==> images/port_trees.png <==
The bar under the picture is 20 um long.
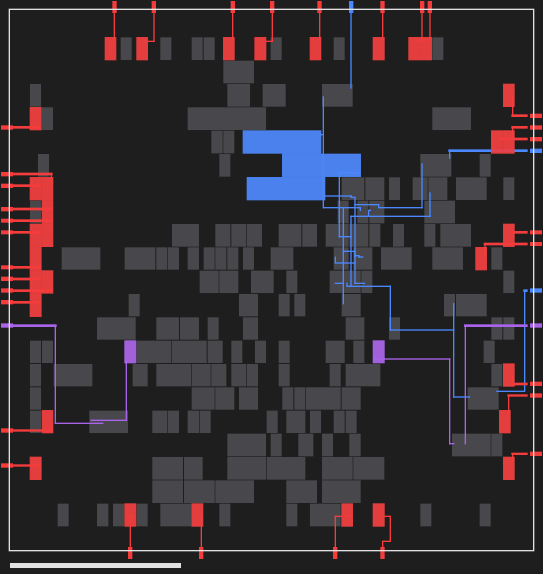
==> images/placed.png <==
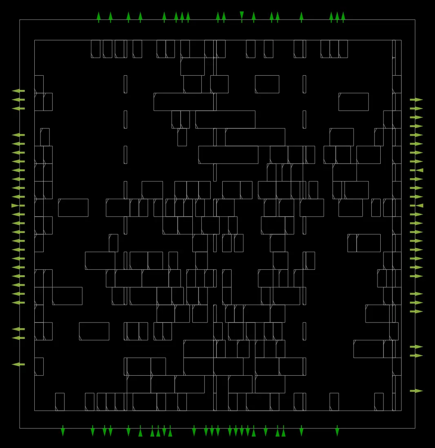
==> images/layers.png <==
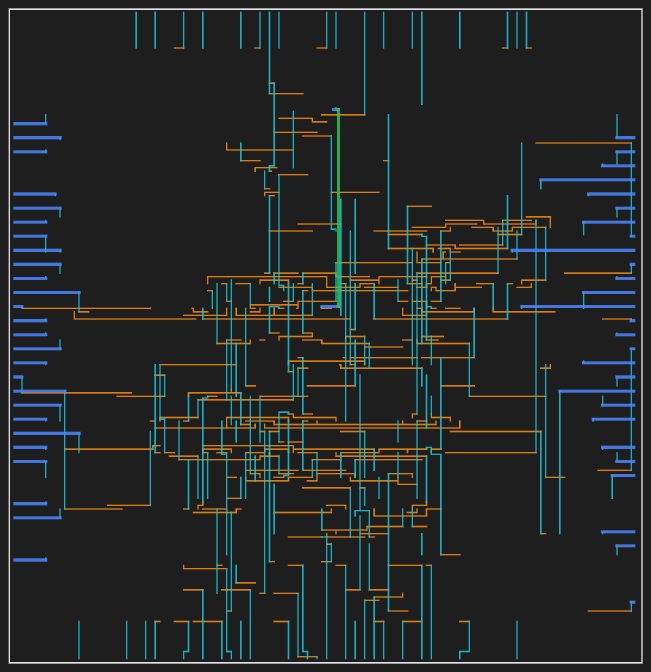
`src/rtl/riscv_mc_ctrl.sv`:
```
// Multi-cycle RV32I control sequencer: FETCH/DECODE/EXEC/MEM/WB over one shared memory port.
// Optional performance counters are built when RISCV_MC_PERF_CNT_EN is defined.
module riscv_mc_ctrl #(
    parameter int unsigned CNT_W = 32
) (
    input  logic             clk,
    input  logic             reset,
    input  logic [6:0]       opcode,
    input  logic             branch_taken,
    input  logic             mem_ready,
    output logic             mem_req,
    output logic             mem_we,
    output logic             mem_is_ifetch,
    output logic             ir_we,
    output logic             pc_we,
    output logic [1:0]       pc_src,
    output logic [1:0]       alu_a_sel,
    output logic [1:0]       alu_b_sel,
    output logic [1:0]       alu_op,
    output logic             reg_write,
    output logic [1:0]       wb_sel,
    output logic             illegal,
    output logic [2:0]       state,
    output logic [CNT_W-1:0] cycle_cnt,
    output logic [CNT_W-1:0] instret_cnt
);

    localparam logic [6:0] OpR      = 7'b0110011;
    localparam logic [6:0] OpI      = 7'b0010011;
    localparam logic [6:0] OpLoad   = 7'b0000011;
    localparam logic [6:0] OpStore  = 7'b0100011;
    localparam logic [6:0] OpBranch = 7'b1100011;
    localparam logic [6:0] OpJal    = 7'b1101111;
    localparam logic [6:0] OpJalr   = 7'b1100111;
    localparam logic [6:0] OpLui    = 7'b0110111;
    localparam logic [6:0] OpAuipc  = 7'b0010111;

    typedef enum logic [2:0] {
        StFetch  = 3'd0,
        StDecode = 3'd1,
        StExec   = 3'd2,
        StMem    = 3'd3,
        StWb     = 3'd4,
        StTrap   = 3'd5
    } state_e;

    state_e     r_state;
    state_e     w_state_next;
    logic       r_illegal;
    logic       w_legal;
    logic       w_is_store;
    logic       w_is_load;
    logic       w_mem_req;
    logic       w_mem_we;
    logic       w_mem_is_ifetch;
    logic       w_ir_we;
    logic       w_pc_we;
    logic [1:0] w_pc_src;
    logic [1:0] w_alu_a_sel;
    logic [1:0] w_alu_b_sel;
    logic [1:0] w_alu_op;
    logic       w_reg_write;
    logic [1:0] w_wb_sel;

    assign w_is_store = (opcode == OpStore);
    assign w_is_load  = (opcode == OpLoad);

    always_comb begin
        w_legal = 1'b0;
        case (opcode)
            OpR, OpI, OpLoad, OpStore, OpBranch, OpJal, OpJalr, OpLui, OpAuipc: w_legal = 1'b1;
            default: w_legal = 1'b0;
        endcase
    end

    always_ff @(posedge clk or posedge reset) begin
        if (reset) begin
            r_state <= StFetch;
        end else begin
            r_state <= w_state_next;
        end
    end

    always_comb begin
        w_state_next = r_state;
        case (r_state)
            StFetch:  if (mem_ready) w_state_next = StDecode;
            StDecode: w_state_next = w_legal ? StExec : StTrap;
            StExec: begin
                case (opcode)
                    OpR, OpI, OpLui, OpAuipc: w_state_next = StWb;
                    OpLoad, OpStore:          w_state_next = StMem;
                    OpBranch, OpJal, OpJalr:  w_state_next = StFetch;
                    default:                  w_state_next = StTrap;
                endcase
            end
            StMem:    if (mem_ready) w_state_next = w_is_store ? StFetch : StWb;
            StWb:     w_state_next = StFetch;
            StTrap:   w_state_next = StTrap;
            default:  w_state_next = StFetch;
        endcase
    end

    always_comb begin
        w_mem_req       = 1'b0;
        w_mem_we        = 1'b0;
        w_mem_is_ifetch = 1'b0;
        w_ir_we         = 1'b0;
        w_pc_we         = 1'b0;
        w_pc_src        = 2'd0;
        w_alu_a_sel     = 2'd0;
        w_alu_b_sel     = 2'd0;
        w_alu_op        = 2'b00;
        w_reg_write     = 1'b0;
        w_wb_sel        = 2'd0;
        case (r_state)
            StFetch: begin
                w_mem_req       = 1'b1;
                w_mem_is_ifetch = 1'b1;
                w_ir_we         = mem_ready;
                w_pc_we         = mem_ready;
            end
            StDecode: begin
                // Branch/JAL target OldPC+imm is registered into ALUOut here.
                w_alu_a_sel = 2'd1;
                w_alu_b_sel = 2'd1;
            end
            StExec: begin
                case (opcode)
                    OpR: w_alu_op = 2'b10;
                    OpI: begin
                        w_alu_b_sel = 2'd1;
                        w_alu_op    = 2'b10;
                    end
                    OpLoad, OpStore: w_alu_b_sel = 2'd1;
                    OpLui: begin
                        w_alu_a_sel = 2'd2;
                        w_alu_b_sel = 2'd1;
                    end
                    OpAuipc: begin
                        w_alu_a_sel = 2'd1;
                        w_alu_b_sel = 2'd1;
                    end
                    OpBranch: begin
                        w_alu_op = 2'b01;
                        w_pc_we  = branch_taken;
                        w_pc_src = 2'd1;
                    end
                    OpJal: begin
                        w_pc_we     = 1'b1;
                        w_pc_src    = 2'd1;
                        w_reg_write = 1'b1;
                        w_wb_sel    = 2'd2;
                    end
                    OpJalr: begin
                        w_alu_b_sel = 2'd1;
                        w_pc_we     = 1'b1;
                        w_pc_src    = 2'd2;
                        w_reg_write = 1'b1;
                        w_wb_sel    = 2'd2;
                    end
                    default: ;
                endcase
            end
            StMem: begin
                w_mem_req = 1'b1;
                w_mem_we  = w_is_store;
            end
            StWb: begin
                w_reg_write = 1'b1;
                w_wb_sel    = w_is_load ? 2'd1 : 2'd0;
            end
            default: ;
        endcase
    end

    // Reset masks every strobe so an in-flight store cannot complete.
    assign mem_req       = w_mem_req & ~reset;
    assign mem_we        = w_mem_we & ~reset;
    assign mem_is_ifetch = w_mem_is_ifetch & ~reset;
    assign ir_we         = w_ir_we & ~reset;
    assign pc_we         = w_pc_we & ~reset;
    assign pc_src        = reset ? 2'd0 : w_pc_src;
    assign alu_a_sel     = reset ? 2'd0 : w_alu_a_sel;
    assign alu_b_sel     = reset ? 2'd0 : w_alu_b_sel;
    assign alu_op        = reset ? 2'd0 : w_alu_op;
    assign reg_write     = w_reg_write & ~reset;
    assign wb_sel        = reset ? 2'd0 : w_wb_sel;
    assign state         = r_state;
    assign illegal       = r_illegal;

    always_ff @(posedge clk or posedge reset) begin
        if (reset) begin
            r_illegal <= 1'b0;
        end else if (w_state_next == StTrap) begin
            r_illegal <= 1'b1;
        end
    end

`ifdef RISCV_MC_PERF_CNT_EN
    localparam logic [CNT_W-1:0] CntOne = {{(CNT_W-1){1'b0}}, 1'b1};

    logic             w_retire;
    logic [CNT_W-1:0] r_cycle_cnt;
    logic [CNT_W-1:0] r_instret_cnt;

    assign w_retire = ((r_state == StExec) &&
                       (opcode == OpBranch || opcode == OpJal || opcode == OpJalr)) ||
                      ((r_state == StMem) && w_is_store && mem_ready) ||
                      (r_state == StWb);

    always_ff @(posedge clk or posedge reset) begin
        if (reset) begin
            r_cycle_cnt   <= '0;
            r_instret_cnt <= '0;
        end else begin
            if (r_state != StTrap) r_cycle_cnt <= r_cycle_cnt + CntOne;
            if (w_retire) r_instret_cnt <= r_instret_cnt + CntOne;
        end
    end

    assign cycle_cnt   = r_cycle_cnt;
    assign instret_cnt = r_instret_cnt;
`else
    assign cycle_cnt   = '0;
    assign instret_cnt = '0;
`endif

endmodule

```
`config.mk`:
```
export PLATFORM = sky130hd
export DESIGN_NAME = riscv_mc_ctrl
export DESIGN_NICKNAME = d
export VERILOG_FILES = /design/src/rtl/riscv_mc_ctrl.sv
export SDC_FILE = /design/constraint.sdc
export NUM_CORES = 1
export LEC_CHECK = 0
export ABC_AREA = 1
export CAP_MARGIN = 20
export CORE_AREA = 2 2 59 61
export DETAILED_ROUTE_END_ITERATION = 12
export DIE_AREA = 0 0 61 63
export HOLD_SLACK_MARGIN = 0.08
export PLACE_DENSITY_LB_ADDON = 0.15
export SETUP_SLACK_MARGIN = 0.15
export SLEW_MARGIN = 5
export SYNTH_ARGS = -nofsm -noshare
export SYNTH_HDL_FRONTEND = slang
export SYNTH_SLANG_ARGS = --single-unit
export TNS_END_PERCENT = 1
```
`constraint.sdc`:
```
create_clock -name clk -period 2.3 [get_ports clk]
set_input_delay 0.23 -clock clk [delete_from_list [all_inputs] [get_ports clk]]
set_output_delay 0.23 -clock clk [all_outputs]
set_load 0.02 [all_outputs]
```
==> flow_metrics.py <==
# Auto-generated metrics
metrics = {
    "floorplan": {
        "fp_util_pct": 32.33,
        "fp.dieArea_um2": 3843,
        "die_x_um": 61,
        "die_y_um": 63,
        "num_rows": 21,
        "coreArea_um2": 3232,
    },
    "hold_path": {
        "hp-class": "input port to async pin",
    },
    "synthesis": {
        "top_area_share_pct": 46.71,
        "synth_cell_types": 24,
        "synth.avg_cell_area_um2": 6.654,
        "ys_chip_area_um2": 1045,
        "ys.flop_type": "dfrtp_1",
        "synth_cells": 157,
        "syn_area_um2": 1045,
        "numSynthFlops": 4,
        "postSynthSeqShare_pct": 9.581,
        "top_cells_by_area": "buf_4 47%, dfrtp_1 9.6%, nand2_1 6.1%",
        "top_cell": "buf_4",
        "ys_top_cells_by_count": "65 x buf_4, 17 x nand2_1, 13 x nor2_1, 9 x nand3_1",
        "yosysTopAreaCell": "buf_4",
        "ys_cells": 157,
        "edf_count": 0,
        "ys_warn_count": 0,
        "async_reset_ff_share_pct": 100.0,
    },
    "route": {
        "wl_per_cell_um": 8.219,
        "antenna_left": 0,
        "via_per_inst": 3.679,
        "firstDrtPassIters": 4,
        "wl_um": 1948,
        "remaining_drc_errors": 0,
        "drtIter0Drc": 24,
        "vias": 872,
    },
    "cells_and_area": {
        "syn_to_final_growth_pct": 16.53,
        "fillers": 370,
        "n_antenna_cell": 0,
        "drive_gt1_share_pct": 16.23,
        "fin_nets": 204,
    },
    "sta": {
        "final_hold_viol_count": 0,
        "min_period_over_period_pct": 85.29,
        "setup_viol": 0,
        "fin_crit_ns": 1.962,
        "fmax_mhz": 509.8,
        "report.final.slew_viol_count": 0,
        "fin_setup_tns_ns": 0,
        "fin_skew_ns": 0.0007781,
        "rsz0062_at_grt": "no",
    },
    "critical_path": {
        "cp-endpoint": "mem_req",
        "reg2regPathDepth": 6,
        "startpoint": "state[2]$_DFF_PP0_",
        "crit_family": "buffers and inverters",
        "cp_slowest_stage_delay_ns": 0.62,
        "rr_endpoint": "illegal$_DFFE_PP0N_",
        "r2r_slack_ns": 0.99,
        "critPathArrivalTime_ns": 1.73,
        "critPathRequiredTime_ns": 2.07,
        "start_kind": "flop",
        "critPathBufInv": 1,
        "cp_max_fo": 6,
        "critical_path.slowest_cell": "clkdlybuf4s50_1",
        "crit_type": "flop to output pin",
        "cp-end-kind": "output pin",
        "path_depth": 4,
        "reg2reg_from": "state[1]$_DFF_PP0_",
        "cp_cell_sequence": "nor2_2 -> nand2_2 -> o22ai_1 -> clkdlybuf4s50_1",
    },
    "clock_tree": {
        "clkTransAtPathRegs_ns": 0.04,
        "clock_latency_ns": 0.23,
        "cts_buffers": 3,
        "root_buffer": "clkbuf_4",
        "clock_sinks": 4,
        "htree_levels": 1,
        "cts_tree": "yes",
        "cts_hold_buf": 0,
        "clockBufferDepth": 2,
    },
    "place": {
        "routabilityCongestion": 0.7781,
        "hpwl_um": 1740,
    },
    "global_routing": {
        "gr-usage-all-layers_pct": 10.00,
        "grt_pass1_vias": 710,
        "grt_pass1_wl_um": 3049,
        "grt_start_max_net_pins": 9,
        "overflow": 0,
        "antenna_found_initial": 0,
    },
    "power": {
        "power_density_nw_per_um2": 544.8,
        "leakage_nw": 0.8176,
        "max-vdd-ir-drop_mv": 0.1364,
    },
    "job": {
        "warnings": 27,
        "drv_cap": 0,
    },
    "outcome": {
        "outcome": "finished clean",
    },
}
Notes on port_trees.png above:
- purple: wb_sel (bits 2; direction output; end cells 2; buffers 2; wire 73.0 um)
- red: cycle_cnt (bits 32; direction output; end cells 32; buffers 0; wire 123 um)
- blue: state (bits 3; direction output; end cells 3; buffers 3; wire 161 um)
Port Buf Inserts: 29
io pins: 95

Notes on placed.png above:
Core Util, Final: 37.67%
n_taps: 46
Final Non-Filler Cells: 237
flip-flops: 4

Notes on layers.png above:
- orange: M1 (wire length 805 um)
- blue: M3 (wire length 183 um)
- cyan: M2 (wire length 941 um)
- green: M4 (wire length 19.0 um)

[power by group]
| part | switching, mW | internal [mW] |
|---|---|---|
| Sequential | 0.0348 | 0.0909 |
| Combinational | 0.294 | 0.157 |
| Clock | 0.0284 | 0.0583 |
[layer usage]
| metal | global-route usage (%) | routed length [um] | vias up |
|---|---|---|---|
| met5 | 0 | 0 | - |
| met4 | 3.261 | 19 | 0 |
| met3 | 0.6211 | 183 | 2 |
| met2 | 17.20 | 941 | 55 |
| met1 | 12.84 | 804 | 383 |
| li1 | - | - | 432 |
[cells in the final DEF, fill, tap and decap left out]
cell | netlist | routed
nand3b_1 | 1 | 1
nor2_2 | 3 | 3
inv_1 | 8 | 8
nor2_4 | 4 | 4
nand3_2 | 1 | 1
clkdlybuf4s50_1 | 0 | 17
nand2_4 | 1 | 1
o21ai_0 | 1 | 1
nand3_1 | 9 | 9
inv_2 | 7 | 7
o211ai_1 | 1 | 1
o22ai_1 | 1 | 1
a21boi_0 | 1 | 1
nor3_1 | 1 | 1
conb_1 | 1 | 65
clkbuf_4 | 0 | 3
nand4_1 | 5 | 5
clkdlybuf4s15_1 | 0 | 1
dfrtp_1 | 4 | 4
nor3_2 | 1 | 1
nand2_1 | 17 | 17
nor2_1 | 13 | 13
o221ai_1 | 1 | 1
buf_4 | 65 | 3
o21ai_1 | 1 | 1
a21oi_1 | 2 | 2
dlymetal6s2s_1 | 0 | 11
nand2_2 | 8 | 8
[per-stage QoR]
step | instance area (um2) | power, mW | worst slack (ns) | std cells | hold slack (ns)
after global placement | 1167 | 0.5826 | 0.04845 | 234 | 0.4567
after global routing | 1217 | 0.7194 | 0.1634 | 237 | 0.4461
final | 1217 | 0.6633 | 0.3384 | 237 | 0.3918
after CTS | 1189 | 0.6701 | 0.01297 | 237 | 0.3900
after detailed placement | 1167 | 0.5839 | 0.02606 | 234 | 0.4671
after floorplan | 1285 | 0.5117 | 0.6281 | 221 | 0.03682
[tightest hold or removal path: stages]
cell	delay, ns
clkdlybuf4s50_1	0.46
inv_1	0.11
buf_4	0.16
[cell families after synthesis]
group	synth area share [%]
and+or+nand+nor	33.17
DFF	9.581
AOI/OAI and AO/OA	4.791
buffers and inverters	52.10
other	0.3589
[flip-flops by register name, summed over array words and instances, names as in the netlist]
| signal | flops |
|---|---|
| illegal | 1 |
| state | 3 |
[layout make-up]
class | instances | area, um2 | share of cell area [%]
tap | 46 | 57.56 | 4.728
inverter | 15 | 56.30 | 4.625
clock buffer | 3 | 22.52 | 1.850
sequential | 4 | 100.1 | 8.222
multi-input combinational | 137 | 640.6 | 52.62
timing repair buffer | 32 | 340.3 | 27.95
[repair_timing]
item	4_1_cts	5_1_grt
setup buffers	0	0
endpoints found under the setup margin	9	12
gates resized	1	12
Power and IR drop assume default switching activity.
